===== config.mk =====
export PLATFORM = sky130hd
export DESIGN_NAME = camera_pixel_capture
export DESIGN_NICKNAME = d
export VERILOG_FILES = /design/src/rtl/cam_pkg.sv /design/src/rtl/cam_sync_edge.sv /design/src/rtl/camera_pixel_capture.sv
export SDC_FILE = /design/constraint.sdc
export NUM_CORES = 1
export LEC_CHECK = 0
export ABC_AREA = 1
export CORE_ASPECT_RATIO = 1.25
export CORE_MARGIN = 2
export CORE_UTILIZATION = 40
export DETAILED_ROUTE_END_ITERATION = 16
export PLACE_DENSITY = 0.58
export SLEW_MARGIN = 20
export SYNTH_ARGS = -nofsm -noshare
export SYNTH_HDL_FRONTEND = slang
export SYNTH_SLANG_ARGS = --single-unit

===== constraint.sdc =====
create_clock -name clk -period 1.8 [get_ports clk]
set_input_delay 0.18 -clock clk [delete_from_list [all_inputs] [get_ports clk]]
set_output_delay 0.18 -clock clk [all_outputs]
set_load 0.02 [all_outputs]

===== src/rtl/cam_pkg.sv =====
// Shared types and constants for the OV7670 capture path.
// CAM_TEST_PATTERN_EN (see camera_pixel_capture) selects test_pattern_pixel().
package cam_pkg;

    typedef enum logic [2:0] {
        ST_IDLE,
        ST_WAIT_VS,
        ST_SKIP,
        ST_CAPTURE,
        ST_DROP
    } cam_state_t;

    localparam int DEF_H_ACTIVE = 640;
    localparam int DEF_V_ACTIVE = 480;

    // Width of the pixel/line counters. This is wide enough for any realistic sensor geometry.
    localparam int CNT_W  = 16;
    localparam int SKIP_W = 8;

    // Produces 32-pixel-wide black/white vertical bars. Their sharp edges give the Sobel stage a known response.
    function automatic logic [15:0] test_pattern_pixel(input logic [CNT_W-1:0] x);
        return x[5] ? 16'hFFFF : 16'h0000;
    endfunction

endpackage


===== src/rtl/cam_sync_edge.sv =====
// Registers the camera bus once and derives vsync/href edges from the registered copies.
module cam_sync_edge (
    input  logic       clk,
    input  logic       rst_n,
    input  logic       vsync,
    input  logic       href,
    input  logic [7:0] data,
    output logic       hr_r,
    output logic [7:0] d_r,
    output logic       vs_rise,
    output logic       vs_fall,
    output logic       hr_fall
);

    logic vs_r;
    logic vs_prev;
    logic hr_prev;

    // Input register stage followed by a one-cycle history for edge detection.
    always_ff @(posedge clk or negedge rst_n) begin
        if (!rst_n) begin
            vs_r    <= 1'b0;
            hr_r    <= 1'b0;
            d_r     <= 8'h00;
            vs_prev <= 1'b0;
            hr_prev <= 1'b0;
        end else begin
            vs_r    <= vsync;
            hr_r    <= href;
            d_r     <= data;
            vs_prev <= vs_r;
            hr_prev <= hr_r;
        end
    end

    assign vs_rise = vs_r & ~vs_prev;
    assign vs_fall = ~vs_r & vs_prev;
    assign hr_fall = ~hr_r & hr_prev;

endmodule


===== src/rtl/camera_pixel_capture.sv =====
// OV7670 parallel-bus capture: pairs bytes into RGB565 pixels and writes them to the camera FIFO.
// Whole frames are framed on vsync, and geometry is validated per line and per frame.
// On overflow, the rest of the frame is dropped.
// Build option: CAM_TEST_PATTERN_EN replaces camera pixels with 32-pixel vertical bars.
//
// FIFO handshake: fifo_wr is a one-cycle valid strobe carrying fifo_din.
// fifo_full is the inverse of ready. It is sampled in the cycle the write request is formed.
// A request that meets fifo_full=1 is never retried. Instead, the pixel is dropped and the frame is abandoned.
module camera_pixel_capture
    import cam_pkg::*;
#(
    parameter int H_ACTIVE    = DEF_H_ACTIVE,
    parameter int V_ACTIVE    = DEF_V_ACTIVE,
    parameter int SKIP_FRAMES = 2
) (
    input  logic        clk,
    input  logic        rst_n,
    input  logic        capture_en,
    input  logic        cam_vsync,
    input  logic        cam_href,
    input  logic [7:0]  cam_data,
    input  logic        fifo_full,
    output logic        fifo_wr,
    output logic [15:0] fifo_din,
    output logic        frame_done,
    output logic        frame_err,
    output logic        overflow,
    output logic        busy
);

    localparam logic [CNT_W-1:0]  H_LIM    = CNT_W'(H_ACTIVE);
    localparam logic [CNT_W-1:0]  V_LIM    = CNT_W'(V_ACTIVE);
    localparam logic [SKIP_W-1:0] SKIP_INI = SKIP_W'(SKIP_FRAMES);

    logic       hr_r;
    logic [7:0] d_r;
    logic       vs_rise;
    logic       vs_fall;
    logic       hr_fall;

    cam_sync_edge u_sync (
        .clk     (clk),
        .rst_n   (rst_n),
        .vsync   (cam_vsync),
        .href    (cam_href),
        .data    (cam_data),
        .hr_r    (hr_r),
        .d_r     (d_r),
        .vs_rise (vs_rise),
        .vs_fall (vs_fall),
        .hr_fall (hr_fall)
    );

    cam_state_t        state;
    logic [SKIP_W-1:0] skip_cnt;
    logic [CNT_W-1:0]  x_cnt;
    logic [CNT_W-1:0]  y_cnt;
    logic              phase;
    logic              err;
    logic [7:0]        hi_byte;
    logic              wr_req;
    logic [15:0]       pix_q;
    logic              done_req;
    logic              err_req;

    // Capture FSM plus a one-stage output pipeline.
    // Requests and frame results are registered once more before reaching the pins.
    always_ff @(posedge clk or negedge rst_n) begin
        if (!rst_n) begin
            state      <= ST_IDLE;
            skip_cnt   <= '0;
            x_cnt      <= '0;
            y_cnt      <= '0;
            phase      <= 1'b0;
            err        <= 1'b0;
            hi_byte    <= 8'h00;
            wr_req     <= 1'b0;
            pix_q      <= 16'h0000;
            done_req   <= 1'b0;
            err_req    <= 1'b0;
            fifo_wr    <= 1'b0;
            fifo_din   <= 16'h0000;
            frame_done <= 1'b0;
            frame_err  <= 1'b0;
            overflow   <= 1'b0;
            busy       <= 1'b0;
        end else begin
            wr_req     <= 1'b0;
            done_req   <= 1'b0;
            err_req    <= 1'b0;
            fifo_wr    <= wr_req;
            frame_done <= done_req;
            frame_err  <= err_req;
            if (wr_req) begin
                fifo_din <= pix_q;
            end
            if (!capture_en) begin
                overflow <= 1'b0;
            end

            case (state)
                ST_IDLE: begin
                    if (capture_en) begin
                        state    <= ST_WAIT_VS;
                        skip_cnt <= SKIP_INI;
                    end
                end

                ST_WAIT_VS: begin
                    if (!capture_en) begin
                        state <= ST_IDLE;
                    end else if (vs_fall) begin
                        state <= (skip_cnt != '0) ? ST_SKIP : ST_CAPTURE;
                        busy  <= 1'b1;
                    end
                end

                ST_SKIP: begin
                    if (vs_rise) begin
                        skip_cnt <= skip_cnt - 1'b1;
                        if (!capture_en) begin
                            state <= ST_IDLE;
                            busy  <= 1'b0;
                        end else if (skip_cnt == SKIP_W'(1)) begin
                            state <= ST_WAIT_VS;
                            busy  <= 1'b0;
                        end
                    end
                end

                ST_CAPTURE, ST_DROP: begin
                    if (vs_rise) begin
                        // End of frame: report exactly one result and return to frame-boundary waiting.
                        if (state == ST_CAPTURE && y_cnt == V_LIM && !err) begin
                            done_req <= 1'b1;
                        end else begin
                            err_req <= 1'b1;
                        end
                        x_cnt    <= '0;
                        y_cnt    <= '0;
                        phase    <= 1'b0;
                        err      <= 1'b0;
                        skip_cnt <= '0;
                        busy     <= 1'b0;
                        state    <= capture_en ? ST_WAIT_VS : ST_IDLE;
                    end else if (state == ST_CAPTURE) begin
                        if (hr_r) begin
                            phase <= ~phase;
                            if (!phase) begin
                                hi_byte <= d_r;
                            end else if (x_cnt >= H_LIM || y_cnt >= V_LIM) begin
                                err <= 1'b1;
                            end else begin
                                x_cnt <= x_cnt + 1'b1;
                                if (fifo_full) begin
                                    overflow <= 1'b1;
                                    state    <= ST_DROP;
                                end else begin
                                    wr_req <= 1'b1;
`ifdef CAM_TEST_PATTERN_EN
                                    pix_q  <= test_pattern_pixel(x_cnt);
`else
                                    pix_q  <= {hi_byte, d_r};
`endif
                                end
                            end
                        end else if (hr_fall) begin
                            if (phase || x_cnt != H_LIM) begin
                                err <= 1'b1;
                            end
                            x_cnt <= '0;
                            phase <= 1'b0;
                            if (y_cnt <= V_LIM) begin
                                y_cnt <= y_cnt + 1'b1;
                            end
                        end
                    end
                end

                default: begin
                    state <= ST_IDLE;
                    busy  <= 1'b0;
                end
            endcase
        end
    end

endmodule


==> reports/results.ini <==
[run_status]
status = completed

[final_timing]
clock_skew_ns = 0.00796
fin_crit_sh = 0.936
max_freq_ghz = 0.593
setup_tns_ns = 0
slew_headroom = 0.741
fin_crit_ns = 1.68
whs_ns = 0.261
rsz0062_at_grt = true
finalSetupViolations = 0
tightest_slew_ns = 0.389

[clock_network]
cts_root_buf = clkbuf_16
post_cts_buffers = 0
clk_pin_slew_ns = 0.07
cts_resized = 0
cts-buffers-inserted = 9

[global_route]
overflow = 0
grt_max_degree = 43
track_usage = 0.156
use_met1 = 0.195
grt_pass1_wl_um = 16100
grt-busiest-layer = met2
grt_pass1_vias = 3418
grtUsageMet2 = 0.259

[layout]
final_nets = 594
syn_to_final_growth_pct = 17.9
logic_area_um2 = 1980
postLayoutCellArea_um2 = 5790
fillers = 1157
lay_top_cells = nand2_1, dfrtp_1, nor2_1, inv_1, nand3_1
fin_cells = 743
antenna_cells = 0
fin_util = 0.481

[placement]
gp_congestion = 0.821
port_buffers = 34
dp.cells = 726
place_area_um2 = 5480

[detailed_routing]
wl_per_cell_um = 12.5
drt-met1-wl_um = 4180
antenna_left = 0
route.met2.wl_um = 4640
highest_layer = met4
drt_iter0_markers = 158

[synthesis]
largest_area_cell = dfrtp_1
top_cells_by_area = dfrtp_1, nand2_1, mux2_2
ff_type = dfrtp_1
synth_area_per_cell_um2 = 9.32
synth_top_area_share = 0.535
ys_chip_area_um2 = 4910
synthMostInstantiatedCell = nand2_1
syn_area_um2 = 4910
ys_async_sr_fraction = 1.00
yosys.cell_types.count = 39
ys.flops = 105
synthCells = 527
floorplan.nets = 547
edf_count = 0
yosys_cells = 527

[run]
log.warning_count = 30

[floorplan]
dieArea_um2 = 13200
fp_util = 0.408
core_area_um2 = 12000
fp.dieW_um = 103
fp-row-count = 45

[setup_path]
crit_cells = 9
worstSetupEndpointType = register
cp-startpoint = state[2]
path_cells = inv_2 -> nand3_2 -> nand2_1 -> nand3_4 -> nor2_4 -> buf_4 -> nand2_4 -> inv_2 -> nor2_1
crit_arrival_ns = 1.93
cp_slowest_stage_delay_ns = 0.40
r2r_start = state[2]
timing.rr.end = y_cnt[11]
worstPathMaxFanout = 10
rrSetupSlack_ns = 0.12
endpoint = y_cnt[11]

[power]
p_per_area_nw_per_um2 = 1130
total_power_uw = 6520

[hold_path]
worstHoldPathCells = 1

==> logic make-up (layout without fill, tap and decap cells) <==
group	count (synthesis)	after routing	share of synthesized area
AOI/OAI and AO/OA	26	26	0.0418
buffers and inverters	72	124	0.0665
xor gates and xnor gates	10	10	0.0178
DFF	105	105	0.535
and+or+nand+nor	284	284	0.269
muxes	24	24	0.0550
adders and majority gates	6	6	0.0153
==> power breakdown <==
part           internal [µW]  total, µW  switching, µW
logic                    639       1620            979
clock network            974       1900            928
registers               2740       3010            264
==> layout make-up <==
type                       instances  share of cell area
clock buffer                      10              0.0395
inverter                          62              0.0415
multi-input combinational        350               0.341
tap                              164              0.0354
timing repair buffer              46              0.0787
sequential                       105               0.454
clock inverter                     6             0.00994
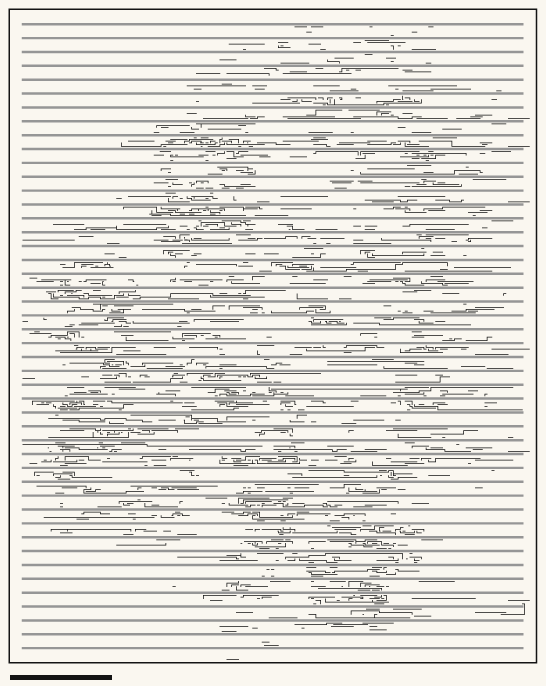
m1.png
Scale bar: 20 µm. Supply wires on this layer in grey.
- share of all routed wire: 45%
- main direction: horizontal
- wire length on this layer: 4,180 µm

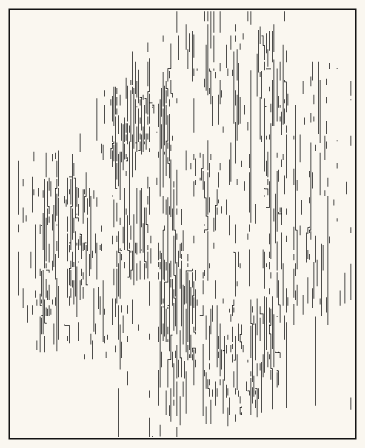
m2.png
- nets with wire on the layer: 476
- main direction: vertical
- wire length on this layer: 4,640 µm

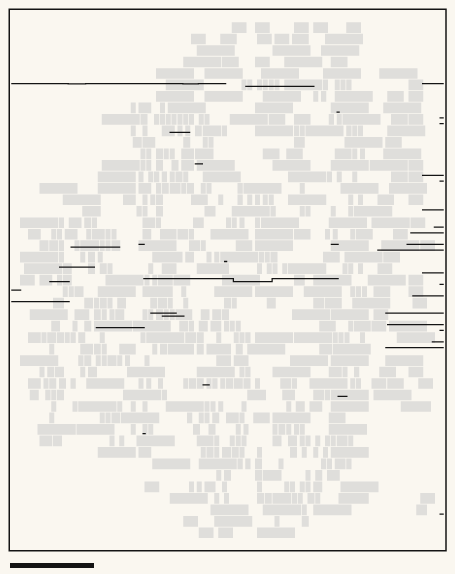
m3.png
Scale bar: 20 µm. Cells faint in the background.
- nets with wire on the layer: 31
- wire length on this layer: 297 µm
- main direction: horizontal
- longest straight run: 23.0 µm
Routed WL: 9300 µm
met3 Use GR: 0.0311
Vias: 3,507

No activity file was given, so power comes from the tool's default toggle rates.
